File: src/rtl/lcd_tx_pkg.sv
`default_nettype none
// +----------------------------------------------------------------------+
// | lcd_tx_pkg                                                           |
// | Shared register offsets, queue entry type and sequencer states for   |
// | the LCD transmit queue.                                              |
// | Revision: 1.0                                                        |
// +----------------------------------------------------------------------+
package lcd_tx_pkg;

  localparam logic [4:0] OFF_CMD    = 5'h00;
  localparam logic [4:0] OFF_DATA   = 5'h04;
  localparam logic [4:0] OFF_STATUS = 5'h08;
  localparam logic [4:0] OFF_COLOR  = 5'h0C;
  localparam logic [4:0] OFF_FILL   = 5'h10;

  typedef struct packed {
    logic       dc;
    logic [7:0] data;
  } tx_entry_t;

  typedef enum logic [1:0] {
    ST_IDLE      = 2'd0,
    ST_FILL_WAIT = 2'd1,
    ST_FILL_HI   = 2'd2,
    ST_FILL_LO   = 2'd3
  } tx_state_t;

endpackage
`default_nettype wire

File: src/rtl/lcd_tx_queue_sync_fifo.sv
`default_nettype none
// +----------------------------------------------------------------------+
// | sync_fifo                                                            |
// | Single-clock FIFO with combinational head and occupancy count.       |
// | Revision: 1.0                                                        |
// +----------------------------------------------------------------------+
module sync_fifo #(
  parameter int  DEPTH = 16,
  parameter int  LVL_W = $clog2(DEPTH) + 1,
  parameter type T     = logic [7:0]
) (
  input  logic             clk,
  input  logic             reset,
  input  logic             push_i,
  input  T                 push_data_i,
  input  logic             pop_i,
  output T                 head_o,
  output logic             full_o,
  output logic             empty_o,
  output logic [LVL_W-1:0] level_o
);

  localparam int PTR_W = $clog2(DEPTH);

  T                 mem_q [DEPTH];
  logic [PTR_W-1:0] wr_ptr_q;
  logic [PTR_W-1:0] rd_ptr_q;
  logic [LVL_W-1:0] level_q;
  logic             do_push;
  logic             do_pop;

  assign full_o  = (level_q == LVL_W'(DEPTH));
  assign empty_o = (level_q == '0);
  assign level_o = level_q;
  assign head_o  = mem_q[rd_ptr_q];
  assign do_pop  = pop_i && !empty_o;
  assign do_push = push_i && (!full_o || do_pop);

  // Storage array: no reset needed, validity is tracked by the pointers.
  always_ff @(posedge clk) begin
    if (do_push) mem_q[wr_ptr_q] <= push_data_i;
  end

  // Pointer and occupancy bookkeeping; pointers wrap naturally at DEPTH.
  always_ff @(posedge clk or posedge reset) begin
    if (reset) begin
      wr_ptr_q <= '0;
      rd_ptr_q <= '0;
      level_q  <= '0;
    end else begin
      if (do_push) wr_ptr_q <= wr_ptr_q + PTR_W'(1);
      if (do_pop)  rd_ptr_q <= rd_ptr_q + PTR_W'(1);
      case ({do_push, do_pop})
        2'b10:   level_q <= level_q + LVL_W'(1);
        2'b01:   level_q <= level_q - LVL_W'(1);
        default: level_q <= level_q;
      endcase
    end
  end

endmodule
`default_nettype wire

File: src/rtl/lcd_tx_queue.sv
`default_nettype none
// +----------------------------------------------------------------------+
// | lcd_tx_queue                                                         |
// | Memory-mapped byte queue plus colour-fill sequencer feeding the LCD  |
// | SPI serializer through a registered valid/ready byte stream.         |
// | Revision: 1.0                                                        |
// +----------------------------------------------------------------------+
module lcd_tx_queue
  import lcd_tx_pkg::*;
#(
  parameter int FIFO_DEPTH = 16,
  parameter int LVL_W      = $clog2(FIFO_DEPTH) + 1
) (
  input  logic        clk,
  input  logic        reset,
  input  logic [31:0] address_in,
  input  logic        sel_in,
  input  logic        read_in,
  input  logic [3:0]  write_mask_in,
  input  logic [31:0] write_value_in,
  output logic [31:0] read_value_out,
  output logic        ready_out,
  output logic        tx_valid,
  output logic [7:0]  tx_data,
  output logic        tx_dc,
  input  logic        tx_ready
);

  // The output register holds the queue head until its handshake, so the
  // user-visible level counts that byte as still queued (src_fifo_q).
  tx_state_t        state_q, state_d;
  logic             tx_valid_q, tx_valid_d, tx_dc_q, tx_dc_d, src_fifo_q, src_fifo_d;
  logic [7:0]       tx_data_q, tx_data_d, pair_lo_q, pair_lo_d;
  logic [15:0]      color_q, count_q;
  logic [LVL_W-1:0] ahead_q, ahead_dec, level, fifo_level;
  logic             ovf_q, fill_err_q;
  logic [31:0]      read_value_q;
  logic             fifo_empty, fifo_full_unused;
  tx_entry_t        fifo_head, push_entry;
  logic [4:0]       offset;
  logic             wr_en, rd_en, hs, pop_user, free, full, empty, fill_busy;
  logic             push_req, push_ok, fill_req, fill_start, status_rd;
  logic             load_fifo, load_hi, load_lo;
  logic [31:0]      status_word;
  logic             unused_bits;

  assign offset      = address_in[4:0];
  assign wr_en       = sel_in && (|write_mask_in);
  assign rd_en       = sel_in && read_in;
  assign hs          = tx_valid_q && tx_ready;
  assign pop_user    = hs && src_fifo_q;
  assign free        = !tx_valid_q || tx_ready;
  assign level       = fifo_level + LVL_W'(src_fifo_q);
  assign full        = (level == LVL_W'(FIFO_DEPTH));
  assign empty       = (level == '0);
  assign fill_busy   = (state_q != ST_IDLE);
  assign push_req    = wr_en && ((offset == OFF_CMD) || (offset == OFF_DATA));
  assign push_ok     = push_req && (!full || pop_user);
  assign fill_req    = wr_en && (offset == OFF_FILL) && (write_value_in[15:0] != 16'd0);
  assign fill_start  = fill_req && !fill_busy;
  assign status_rd   = rd_en && (offset == OFF_STATUS);
  assign ahead_dec   = ahead_q - LVL_W'(pop_user);
  assign push_entry  = '{dc: (offset == OFF_DATA), data: write_value_in[7:0]};
  assign status_word = 32'({ovf_q, fill_err_q, fill_busy, full, empty, level});
  assign unused_bits = ^{address_in[31:5], write_value_in[31:16], fifo_full_unused};

  assign ready_out      = sel_in;
  assign read_value_out = read_value_q;
  assign tx_valid       = tx_valid_q;
  assign tx_data        = tx_data_q;
  assign tx_dc          = tx_dc_q;

  sync_fifo #(
    .DEPTH (FIFO_DEPTH),
    .LVL_W (LVL_W),
    .T     (tx_entry_t)
  ) u_fifo (
    .clk         (clk),
    .reset       (reset),
    .push_i      (push_ok),
    .push_data_i (push_entry),
    .pop_i       (load_fifo),
    .head_o      (fifo_head),
    .full_o      (fifo_full_unused),
    .empty_o     (fifo_empty),
    .level_o     (fifo_level)
  );

  // Sequencer state register.
  always_ff @(posedge clk or posedge reset) begin
    if (reset) state_q <= ST_IDLE;
    else       state_q <= state_d;
  end

  // Next state: the fill waits for pre-fill entries, then alternates hi/lo.
  always_comb begin
    state_d = state_q;
    unique case (state_q)
      ST_IDLE:      if (fill_start) state_d = ST_FILL_WAIT;
      ST_FILL_WAIT: if (free && (ahead_dec == '0)) state_d = ST_FILL_HI;
      ST_FILL_HI:   if (hs) state_d = ST_FILL_LO;
      ST_FILL_LO:   if (hs) state_d = (count_q == 16'd1) ? ST_IDLE : ST_FILL_HI;
      default:      state_d = ST_IDLE;
    endcase
  end

  // Output side: pick what, if anything, the tx register loads this cycle.
  always_comb begin
    load_fifo = 1'b0;
    load_hi   = 1'b0;
    load_lo   = 1'b0;
    unique case (state_q)
      ST_IDLE: load_fifo = free && !fifo_empty;
      ST_FILL_WAIT: begin
        if (free) begin
          if (ahead_dec != '0) load_fifo = !fifo_empty;
          else                 load_hi   = 1'b1;
        end
      end
      ST_FILL_HI: load_lo = hs;
      ST_FILL_LO: begin
        if (hs) begin
          if (count_q == 16'd1) load_fifo = !fifo_empty;
          else                  load_hi   = 1'b1;
        end
      end
      default: ;
    endcase

    tx_valid_d = hs ? 1'b0 : tx_valid_q;
    src_fifo_d = hs ? 1'b0 : src_fifo_q;
    tx_data_d  = tx_data_q;
    tx_dc_d    = tx_dc_q;
    pair_lo_d  = pair_lo_q;
    if (load_fifo) begin
      tx_valid_d = 1'b1;
      src_fifo_d = 1'b1;
      tx_data_d  = fifo_head.data;
      tx_dc_d    = fifo_head.dc;
    end else if (load_hi) begin
      // Latch the low byte with the high byte so a pair never mixes colours.
      tx_valid_d = 1'b1;
      tx_data_d  = color_q[15:8];
      tx_dc_d    = 1'b1;
      pair_lo_d  = color_q[7:0];
    end else if (load_lo) begin
      tx_valid_d = 1'b1;
      tx_data_d  = pair_lo_q;
      tx_dc_d    = 1'b1;
    end
  end

  // Datapath and control registers.
  always_ff @(posedge clk or posedge reset) begin
    if (reset) begin
      tx_valid_q   <= 1'b0;
      tx_data_q    <= 8'd0;
      tx_dc_q      <= 1'b0;
      src_fifo_q   <= 1'b0;
      pair_lo_q    <= 8'd0;
      color_q      <= 16'd0;
      count_q      <= 16'd0;
      ahead_q      <= '0;
      ovf_q        <= 1'b0;
      fill_err_q   <= 1'b0;
      read_value_q <= 32'd0;
    end else begin
      tx_valid_q   <= tx_valid_d;
      tx_data_q    <= tx_data_d;
      tx_dc_q      <= tx_dc_d;
      src_fifo_q   <= src_fifo_d;
      pair_lo_q    <= pair_lo_d;
      read_value_q <= status_rd ? status_word : 32'd0;
      if (wr_en && (offset == OFF_COLOR)) color_q <= write_value_in[15:0];
      if (fill_start)                     count_q <= write_value_in[15:0];
      else if (state_q == ST_FILL_LO && hs) count_q <= count_q - 16'd1;
      if (fill_start)                     ahead_q <= level - LVL_W'(pop_user);
      else if (state_q == ST_FILL_WAIT)   ahead_q <= ahead_dec;
      ovf_q      <= (push_req && !push_ok) || (ovf_q && !status_rd);
      fill_err_q <= (fill_req && fill_busy) || (fill_err_q && !status_rd);
    end
  end

endmodule
`default_nettype wire

File: config.mk
export PLATFORM = sky130hd
export DESIGN_NAME = lcd_tx_queue
export DESIGN_NICKNAME = d
export VERILOG_FILES = /design/src/rtl/lcd_tx_pkg.sv /design/src/rtl/lcd_tx_queue_sync_fifo.sv /design/src/rtl/lcd_tx_queue.sv
export SDC_FILE = /design/constraint.sdc
export NUM_CORES = 1
export LEC_CHECK = 0
export ABC_AREA = 1
export CAP_MARGIN = 20
export CORE_MARGIN = 1.5
export CORE_UTILIZATION = 51
export CTS_BUF_LIST = sky130_fd_sc_hd__clkbuf_4 sky130_fd_sc_hd__clkbuf_8 sky130_fd_sc_hd__clkbuf_16
export DETAILED_ROUTE_END_ITERATION = 7
export PLACE_DENSITY_LB_ADDON = 0.05
export SLEW_MARGIN = 20
export SYNTH_ARGS = -nofsm -noshare
export SYNTH_HDL_FRONTEND = slang
export SYNTH_SLANG_ARGS = --single-unit
File: constraint.sdc
create_clock -name clk -period 2.7 [get_ports clk]
set_input_delay 0.54 -clock clk [delete_from_list [all_inputs] [get_ports clk]]
set_output_delay 0.54 -clock clk [all_outputs]
set_load 0.1 [all_outputs]
==> results.ini, run 1 <==
[status]
outcome=finished clean

[global_routing]
gr-usage-all-layers=0.255
grt_antenna_before_repair=0
gr-max-usage-layer=met2
grt_start_max_net_pins=50
groute.layer.met2.usage=0.401
first_pass_grt_wire_length_microns=39800
grt_util_met1=0.368

[route]
remaining_drc_errors=0
wl_met3_microns=1510
via_density_per_instance=5.35
drt_pre_antenna_iters=4
antenna_left=0
routed.top_layer=met4
wirelength_met1_microns=11500

[worst_setup_path]
end_kind=flop
timing.critical_path.fanout_max=3
path_delay_family=simple AND/OR/NAND/NOR gates
critPathBufInv=2
cp-start-kind=flop
worst-endpoint-arrival_ns=3.05
worstReg2RegStart=tx_valid
timing.reg2reg.worst_path_depth=20
worst-endpoint-required_ns=3.11
criticalPathCategory=reg -> reg

[clocking]
post_cts.repair.setup_buffers=5
insertion_delay_ns=0.51
clk_root_buffer_cell=clkbuf_16
clock_tree.buffer_depth=3
cts_hold_buf=0
clock_sink_count=227
cts_buffers=25
cts_repair_resize_count=3
cts_tree=done
cts_htree_levels=1

[die]
boundary_pins=116
dieArea_sq_mm=0.0209
core.rowCount=51
floorplan_core_density=0.523

[logic_synthesis]
ys_dominant_reg_cell=edfxtp_1
yosys_warnings=0
netlist_top_cells_count=146 x nand2_1, 144 x edfxtp_1, 126 x nor2_1
edf_count=144
synth.cell_area_sq_mm=0.0102
synthCells=958
post-synth-top-area-cell=edfxtp_1
yosysSeqAreaShare=0.625
yosys.area_share.adder=0.0215
logic_family=simple AND/OR/NAND/NOR gates
post_synth_num_cell_types=46
ys_cells=958
yosys-mux-area-fraction=0.0121
synth.yosys.chip_area_sq_mm=0.0102
simple_share=0.149
synth_area_per_cell_sq_um=10.7

[finish]
layout.cells.most_common_list=144 x edfxtp_1, 141 x nand2_1, 108 x nor2_1, 107 x o21ai_0, 104 x buf_4
insertedDiodeCount=0
mostFrequentLayoutCell=edfxtp_1
reg.largest.list=u_fifo.mem_q x144, color_q x16, count_q x16
largest_reg_flops=144

[power]
seqPwrFrac=0.319
pwr.group.combinational_mw=6.15
share_comb_of_total_power=0.430
power.static_leakage_nw=5.18
pwr_density_cell_mw_per_mm2=1120
switching_share=0.397
totalPowerFinal_mw=14.3
p_seq_mw=4.57
clockPowerShare=0.251
ir_worst_vdd_v=0.000699

[place]
place_congestion=0.852
dpl.cell_count=1329
post-dp-hpwl_microns=17500
port-buffer-count=50
placedInstanceArea_sq_mm=0.0118
pre_cts_ws_ns=-0.562

[run]
warning_count=75

[hold_path]
min_path_type=in -> async

[sta]
worst_slew_pin_slew_ns=0.653
finalClockPeriodUsage=0.980
hold_slack_ns=0.410
clock_period_minus_worst_slack_ns=2.65
slew_violations=0
timing.setup.tns_ns=0
final.setup.worst_slack_ns=0.0537

==> run 1: worst max path at each step <==
| stage | startpoint | to | slack [ns] | depth (start not counted) |
|---|---|---|---|---|
| final | tx_valid | u_fifo.level_o[4] | 0.05 | 20 |
| after global routing | tx_valid | u_fifo.level_o[4] | -0.09 | 20 |
| after CTS | tx_valid | u_fifo.level_o[4] | 0.002 | 20 |
| after detailed placement | tx_ready | u_fifo.mem_q[12][4] | -0.56 | 17 |
| after global placement | tx_ready | u_fifo.level_o[4] | -0.53 | 21 |
| after floorplan | tx_valid | u_fifo.level_o[4] | -0.11 | 20 |
==> run 1: cell type report <==
type,instances,area [sq um]
inverters,71,278
clock inverters,8,118
flip-flops and latches,227,6410
repair buffers,149,1390
clock buffers,37,771
well taps,265,332
multi-input cells,623,3550
fillers,1591,6750
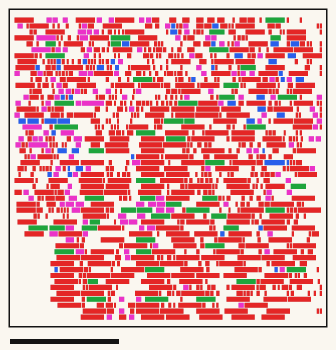
run_1/drive_strength.png
Bar = 50 microns.
legend:
  drive 6 and up:
    color: green
    cells: 51
    share: 4.6%
  drive 1 or less:
    color: red
    cells: 872
    share: 78%
  drive 2:
    color: blue
    cells: 48
    share: 4.3%
  drive 3 to 4:
    color: magenta
    cells: 144
    share: 13%
signed area change from the synthesized netlist to the final layout: 25.4%
final instance area: 0.0128 sq mm

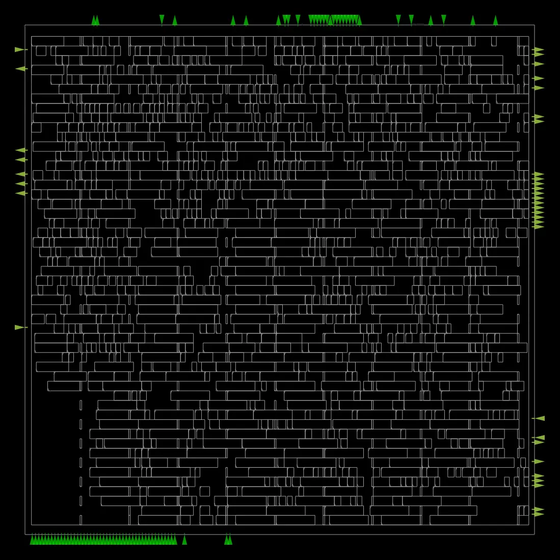
run_1/final_placement.png
number of well taps: 265
register fraction of the total cell area: 0.499
Placeable Area: 0.0196 sq mm
non-filler instance count after layout: 1380
Final Util: 0.655

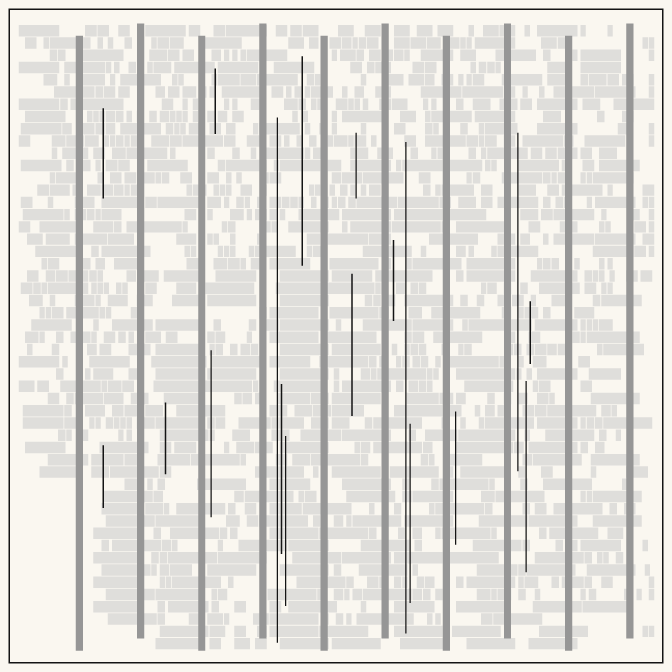
run_1/met4.png
Supply wires on this layer in gray.
wire length on this layer: 709 microns
share of all routed wire: 2.8%
vias: 7383
final wirelength: 25400 microns

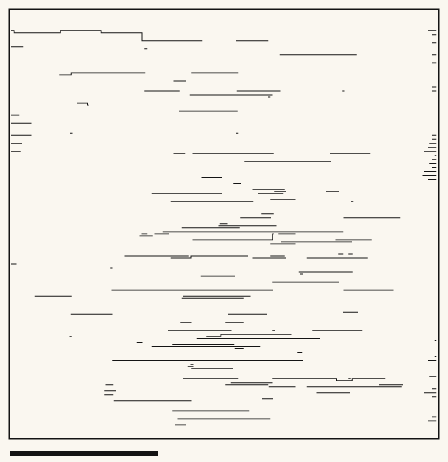
run_1/met3.png
Bar = 50 microns.
wire length on this layer: 1510 microns
main direction: horizontal
longest straight run: 64.2 microns
global routing usage on met3: 0.0411

==> run 2, diff against run 1 <==
--- a/config.mk
+++ b/config.mk
@@ -12,7 +12,6 @@
 export CTS_BUF_LIST = sky130_fd_sc_hd__clkbuf_4 sky130_fd_sc_hd__clkbuf_8 sky130_fd_sc_hd__clkbuf_16
 export DETAILED_ROUTE_END_ITERATION = 7
 export PLACE_DENSITY_LB_ADDON = 0.05
-export SLEW_MARGIN = 20
 export SYNTH_ARGS = -nofsm -noshare
 export SYNTH_HDL_FRONTEND = slang
 export SYNTH_SLANG_ARGS = --single-unit
==> results.ini, run 2 <==
[global_routing]
groute.layer.met2.usage=0.401  ; unchanged
grt_start_max_net_pins=50  ; unchanged
first_pass_grt_wire_length_microns=39800  ; unchanged
gr-max-usage-layer=met2  ; unchanged

[clocking]
insertion_delay_ns=0.51  ; about the same
clock_sink_count=227  ; unchanged
cts_repair_resize_count=3  ; unchanged
post_cts.repair.setup_buffers=5  ; unchanged
cts_buffers=25  ; unchanged
clk_root_buffer_cell=clkbuf_16  ; unchanged
cts_htree_levels=1  ; unchanged
clock_tree.buffer_depth=3  ; unchanged

[die]
core.rowCount=51  ; unchanged
floorplan_core_density=0.523  ; unchanged
floorplan.core_area_sq_mm=0.0196  ; unchanged
dieArea_sq_mm=0.0209  ; unchanged
boundary_pins=116  ; unchanged

[place]
pre_cts_ws_ns=-0.562  ; unchanged
dpl.cell_count=1329  ; unchanged

[power]
totalPowerFinal_mw=14.3  ; unchanged
pwr.group.combinational_mw=6.15  ; about the same
switching_share=0.397  ; unchanged
clockPowerShare=0.251  ; about the same
share_comb_of_total_power=0.430  ; about the same
ir_worst_vdd_v=0.000699  ; unchanged
pwr_density_cell_mw_per_mm2=1120  ; unchanged
power.static_leakage_nw=5.18  ; unchanged
seqPwrFrac=0.319  ; about the same

[sta]
slew_violations=0  ; unchanged
timing.setup.tns_ns=0  ; unchanged
hold_slack_ns=0.410  ; unchanged

[worst_setup_path]
timing.critical_path.depth=20  ; unchanged
end_kind=flop  ; unchanged
worstReg2RegStart=tx_valid  ; unchanged
critPathBufInv=2  ; unchanged
timing.critical_path.fanout_max=3  ; unchanged
worst_setup_path_endpoint=u_fifo.level_o[4]  ; unchanged
timing.reg2reg.worst_path_depth=20  ; unchanged
criticalPathCategory=reg -> reg  ; unchanged
path_delay_family=simple AND/OR/NAND/NOR gates  ; unchanged

[route]
routed-via-count=7383  ; unchanged
via_density_per_instance=5.35  ; unchanged
wirelength_met1_microns=11500  ; unchanged
remaining_drc_errors=0  ; unchanged
finalWirelength_microns=25400  ; unchanged
drt_pre_antenna_iters=4  ; unchanged

[logic_synthesis]
netlist_top_cells_count=146 x nand2_1, 144 x edfxtp_1, 126 x nor2_1  ; unchanged
yosysSeqAreaShare=0.625  ; unchanged
synth.yosys.chip_area_sq_mm=0.0102  ; unchanged
synthCells=958  ; unchanged
ys_cells=958  ; unchanged
synth_area_per_cell_sq_um=10.7  ; unchanged
post_synth_num_cell_types=46  ; unchanged
yosys_warnings=0  ; unchanged
post-synth-top-area-cell=edfxtp_1  ; unchanged

[finish]
postLayoutCellArea_sq_mm=0.0128  ; unchanged
final_core_utilization=0.655  ; unchanged
mostFrequentLayoutCell=edfxtp_1  ; unchanged
reg.largest.list=u_fifo.mem_q x144, color_q x16, count_q x16  ; unchanged
post_layout_nonfiller_instances=1380  ; unchanged

[hold_path]
min_path_type=in -> async  ; unchanged

[status]
outcome=finished clean  ; unchanged

[run 2: final cells by class]
type / instances / area [sq um]
clock buffers: 37 / 771
repair buffers: 149 / 1390
flip-flops and latches: 227 / 6410
clock inverters: 8 / 118
inverters: 71 / 278
fillers: 1591 / 6750
well taps: 265 / 332
multi-input cells: 623 / 3550
[run 2: cell families after synthesis]
logic type,share of synthesized area
other,0.000366
XOR/XNOR,0.0211
AND/OR/NAND/NOR,0.149
flip-flops,0.625
buffers and inverters,0.0587
multiplexers,0.0121
adder cells (fa/ha/maj),0.0215
AND-OR/OR-AND,0.112
[run 2: worst register-to-register path: cells and delay by family, from the launching register on]
family	cells	cell delay, ns
DFF	1	0.50
buffers and inverters	2	0.11
AOI/OAI and AO/OA	2	0.33
and+or+nand+nor	13	0.95
adders and majority gates	3	0.63
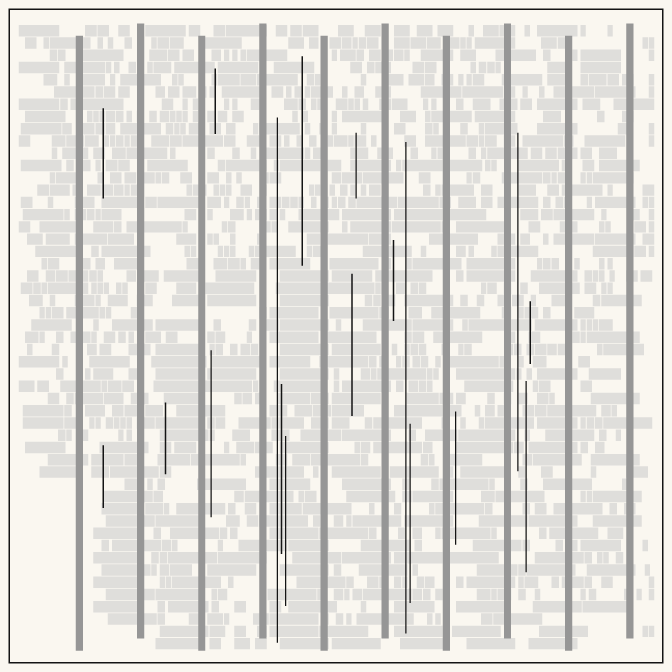
run_2/met4.png
Supply wires on this layer in gray.
wire length on this layer: 709 microns
longest straight run: 116 microns

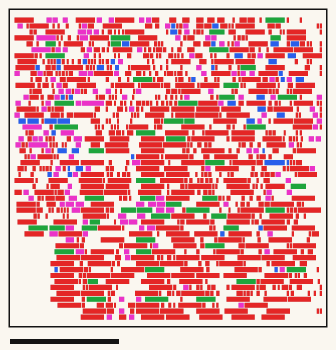
run_2/drive_strength.png
Bar = 50 microns.
legend:
  drive 3 to 4:
    color: magenta
    cells: 144
    share: 13%
  drive 1 or less:
    color: red
    cells: 872
    share: 78%
  drive 6 and up:
    color: green
    cells: 51
    share: 4.6%
  drive 2:
    color: blue
    cells: 48
    share: 4.3%
minimum setup slack in the final design: 0.0537 ns
layout buffer count excluding clock buffers: 149

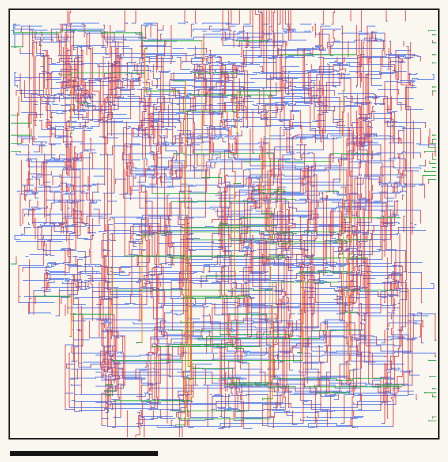
run_2/metal_stack.png
Bar = 50 microns.
legend:
  met3:
    color: green
    wire_length: 1510 microns
  met4:
    color: orange
    wire_length: 709 microns
  met2:
    color: red
    wire_length: 11700 microns
  met1:
    color: blue
    wire_length: 11500 microns
Avg WL per Cell: 18.4 microns
combined global-route utilization of all metal layers: 0.255

==> run 3, diff against run 2 <==
--- a/config.mk
+++ b/config.mk
@@ -6,9 +6,8 @@
 export NUM_CORES = 1
 export LEC_CHECK = 0
 export ABC_AREA = 1
-export CAP_MARGIN = 20
 export CORE_MARGIN = 1.5
-export CORE_UTILIZATION = 51
+export CORE_UTILIZATION = 45
 export CTS_BUF_LIST = sky130_fd_sc_hd__clkbuf_4 sky130_fd_sc_hd__clkbuf_8 sky130_fd_sc_hd__clkbuf_16
 export DETAILED_ROUTE_END_ITERATION = 7
 export PLACE_DENSITY_LB_ADDON = 0.05
==> results.ini, run 3 <==
[status]
outcome=finished clean  ; unchanged

[clocking]
cts_htree_levels=1  ; unchanged
insertion_delay_ns=0.54  ; was 0.51 ns
worst_setup_hold_path_clk_slew_ns=0.06  ; about the same
post_cts.repair.setup_buffers=3  ; was 5
cts_buffers=25  ; unchanged
clock_sink_count=227  ; unchanged
cts_tree=done  ; unchanged
clock_tree.buffer_depth=3  ; unchanged
cts_repair_resize_count=2  ; was 3
cts_hold_buf=0  ; unchanged
clk_root_buffer_cell=clkbuf_16  ; unchanged

[logic_synthesis]
aoi_share=0.112  ; unchanged
netlist_top_cells_count=146 x nand2_1, 144 x edfxtp_1, 126 x nor2_1  ; unchanged
synth.cell_area_sq_mm=0.0102  ; unchanged
ys_cells=958  ; unchanged
synth.yosys.chip_area_sq_mm=0.0102  ; unchanged
yosys_warnings=0  ; unchanged
top_cell=nand2_1  ; unchanged
post_synth_num_cell_types=46  ; unchanged
logic_family=simple AND/OR/NAND/NOR gates  ; unchanged
synth.top_cells.by_area=edfxtp_1 42%, dfrtp_1 20%, o21ai_0 5.4%, nand2_1 5.4%, nor2_1 4.6%  ; unchanged
synthCells=958  ; unchanged
postSynthRegisterBits=227  ; unchanged
ys_dominant_reg_cell=edfxtp_1  ; unchanged
yosys-mux-area-fraction=0.0121  ; unchanged
synth_area_per_cell_sq_um=10.7  ; unchanged
synth.cellmix.xorXnorShare=0.0211  ; unchanged
post-synth-top-area-cell=edfxtp_1  ; unchanged
yosysSeqAreaShare=0.625  ; unchanged
edf_count=144  ; unchanged
proportion_of_register_bits_with_asynchronous_set_or_reset_after_synthesis=0.366  ; unchanged
yosysTopAreaCellShare=0.422  ; unchanged
yosys.area_share.adder=0.0215  ; unchanged
simple_share=0.149  ; unchanged

[sta]
relSlewSlack=0.662  ; was 0.564
clock_period_minus_worst_slack_ns=2.66  ; was 2.65 ns
unrepaired_setup_endpoints_after_global_routing=true  ; unchanged
finalSetupViolations=0  ; unchanged
slew_violations=0  ; unchanged
maxClockFrequency_ghz=0.376  ; was 0.378 GHz
finalClockPeriodUsage=0.984  ; was 0.980
skew_ns=0.0162  ; was 0.0112 ns
number_of_hold_slack_violations_in_the_final_timing_report=0  ; unchanged
hold_slack_ns=0.431  ; was 0.410 ns
worst_slew_pin_slew_ns=0.507  ; was 0.653 ns

[power]
pwr.group.combinational_mw=6.40  ; was 6.15 mW
clockPowerShare=0.251  ; about the same
totalPowerFinal_mw=14.6  ; was 14.3 mW
p_int_mw=8.74  ; was 8.64 mW
p_seq_mw=4.56  ; was 4.57 mW
switching_share=0.402  ; was 0.397
power.largest_group=combinational cells  ; unchanged
share_comb_of_total_power=0.438  ; was 0.430
net_load_switching_power_mw=5.87  ; was 5.68 mW
seqPwrFrac=0.312  ; was 0.319
power_clock_mw=3.66  ; was 3.60 mW
power.static_leakage_nw=5.15  ; was 5.18 nW
pwr_density_cell_mw_per_mm2=1130  ; was 1120 mW/mm^2
ir_worst_vdd_v=0.000824  ; was 0.000699 V

[run]
warning_count=75  ; unchanged
maxCapViolations=0  ; unchanged

[worst_setup_path]
critPathBufInv=2  ; unchanged
path_common_cell=nand2_1  ; unchanged
worst_setup_path_endpoint=u_fifo.level_o[4]  ; unchanged
worstReg2RegStart=tx_valid  ; unchanged
worst-endpoint-required_ns=3.13  ; was 3.11 ns
timing.critical_path.fanout_max=4  ; was 3
crit-reg2reg-capture=u_fifo.level_o[4]  ; unchanged
end_kind=flop  ; unchanged
worst-endpoint-arrival_ns=3.08  ; was 3.05 ns
timing.critical_path.from=tx_valid  ; unchanged
path_delay_family=simple AND/OR/NAND/NOR gates  ; unchanged
criticalPathCategory=reg -> reg  ; unchanged
max_stage_delay_on_crit_path_ns=0.49  ; was 0.50 ns
timing.reg2reg.worst_path_depth=20  ; unchanged
cell_chain_of_the_critical_path=nand2_4 > nor2_4 > ha_4 > ha_4 > nand2_2 > nand3b_1 > nor2_2 > nand3_2 > nand2_2 > nand2_4 > nand3_4 > inv_4 > ha_4 > a21o_1 > a31oi_2 > inv_1 > nand2_1 > nand2_1 > nand2_1 > nand2_1  ; was nand2_4 > nor2_4 > ha_4 > ha_4 > nand2_2 > nand3b_1 > nor2_2 > nand3_1 > nand2_2 > nand2_4 > nand3_4 > inv_4 > ha_4 > a21o_1 > a31oi_1 > inv_1 > nand2_1 > nand2_1 > nand2_1 > nand2_1
r2r_setup_slack_ns=0.04  ; was 0.05 ns
cp-start-kind=flop  ; unchanged
timing.critical_path.depth=20  ; unchanged
crit_path_top_delay_cell=dfrtp_4  ; unchanged

[global_routing]
via_count_of_the_first_global_routing_pass=7154  ; was 7130
gr-usage-all-layers=0.226  ; was 0.255
grt_antenna_before_repair=0  ; unchanged
first_pass_grt_wire_length_microns=40800  ; was 39800 microns
grt_start_max_net_pins=75  ; was 50
global_route_overflow=0  ; unchanged

[finish]
insertedDiodeCount=0  ; unchanged
num-nets-final=1190  ; was 1187
share_of_final_layout_standard_cells_stronger_than_drive_strength_1=0.218  ; about the same
final_core_utilization=0.575  ; was 0.655
largest_reg_flops=144  ; unchanged
largest-register=u_fifo.mem_q  ; unchanged
mostFrequentLayoutCell=edfxtp_1  ; unchanged
layout.cells.most_common_list=144 x edfxtp_1, 142 x nand2_1, 109 x nor2_1, 107 x o21ai_0, 106 x buf_4  ; was 144 x edfxtp_1, 141 x nand2_1, 108 x nor2_1, 107 x o21ai_0, 104 x buf_4
reg.largest.list=u_fifo.mem_q x144, color_q x16, count_q x16  ; unchanged

[route]
initialDrtViolationCount=580  ; was 492
met2_wirelength_microns=12000  ; was 11700 microns
remaining_drc_errors=0  ; unchanged
drt_pre_antenna_iters=5  ; was 4
wl_met3_microns=1210  ; was 1510 microns
antenna_left=0  ; unchanged
via_density_per_instance=5.24  ; was 5.35
routed.top_layer=met4  ; unchanged
wirelength_met1_microns=12400  ; was 11500 microns
detail_route.wl_per_cell_microns=18.7  ; was 18.4 microns

[die]
fp.dieH_microns=154  ; was 145 microns
floorplan.die.width_microns=154  ; was 145 microns
boundary_pins=116  ; unchanged
floorplan_core_density=0.455  ; was 0.523
dieArea_sq_mm=0.0237  ; was 0.0209 sq mm
core.rowCount=55  ; was 51

[hold_path]
min_path_type=in -> async  ; unchanged

[place]
post-dp-hpwl_microns=17800  ; was 17500 microns
port-buffer-count=50  ; unchanged
place_congestion=0.869  ; was 0.852
placedInstanceArea_sq_mm=0.0119  ; was 0.0118 sq mm

==> run 3: final cells by class <==
type                       instances  area [sq um]
tap                              285           357
fill                            1921          9560
sequential                       227          6410
clock buffer                      29           662
clock inverter                    17           225
timing repair buffer             152          1420
inverter                          71           283
multi-input combinational        623          3590
==> run 3: stage by stage <==
step	setup slack, ns	cells	TNS (ns)
6_report	0.0431	1404	0
5_1_grt	-0.131	1404	-0.486
4_1_cts	0.00256	1397	0
3_5_place_dp	-0.563	1348	-79.92
3_3_place_gp	-0.519	1348	-73.23
2_1_floorplan	-0.113	979	-1.55
==> run 3: layer usage <==
layer,GRT usage,up-vias
li1,-,3581
met1,0.332,3530
met2,0.357,203
met3,0.0245,38
met4,0.0647,0
met5,0,-
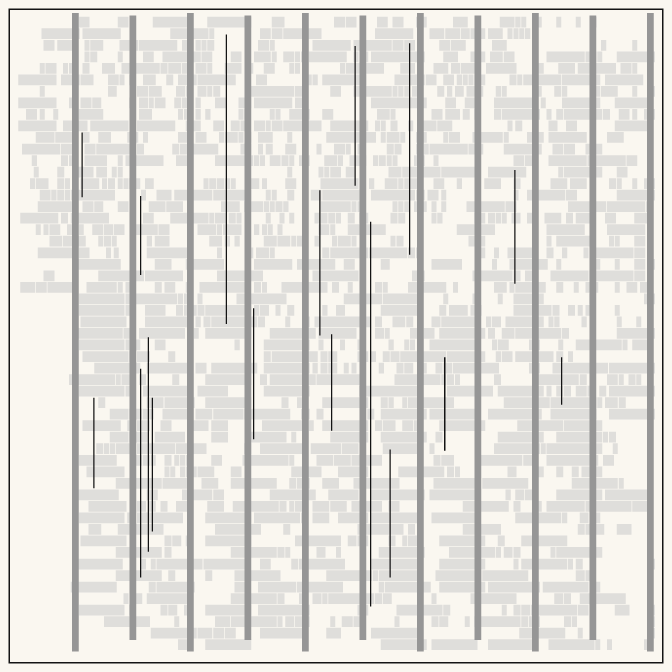
run_3/met4.png
Supply wires on this layer in gray.
final wirelength: 26200 microns
vias: 7352

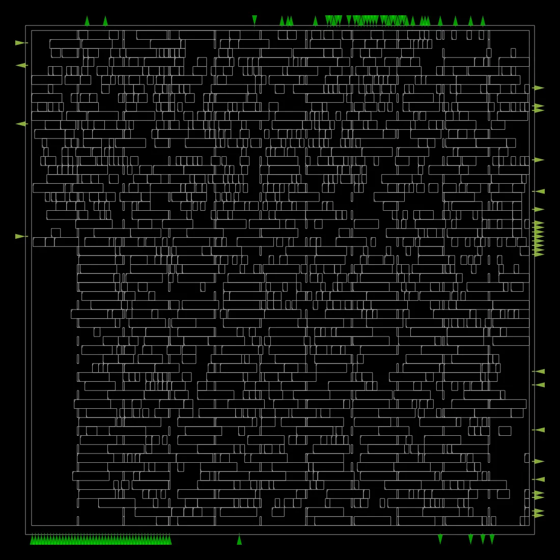
run_3/final_placement.png
non-filler instance count after layout: 1404
Placeable Area: 0.0225 sq mm
fill cell instance count of the final layout: 1921
number of well taps: 285

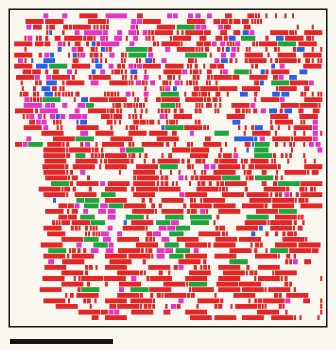
run_3/drive_strength.png
Bar = 50 microns.
minimum setup slack in the final design: 0.0431 ns
final instance area: 0.0129 sq mm
layout buffer count excluding clock buffers: 152
signed area change from the synthesized netlist to the final layout: 26.4%

No activity file was given, so power comes from the tool's default toggle rates.
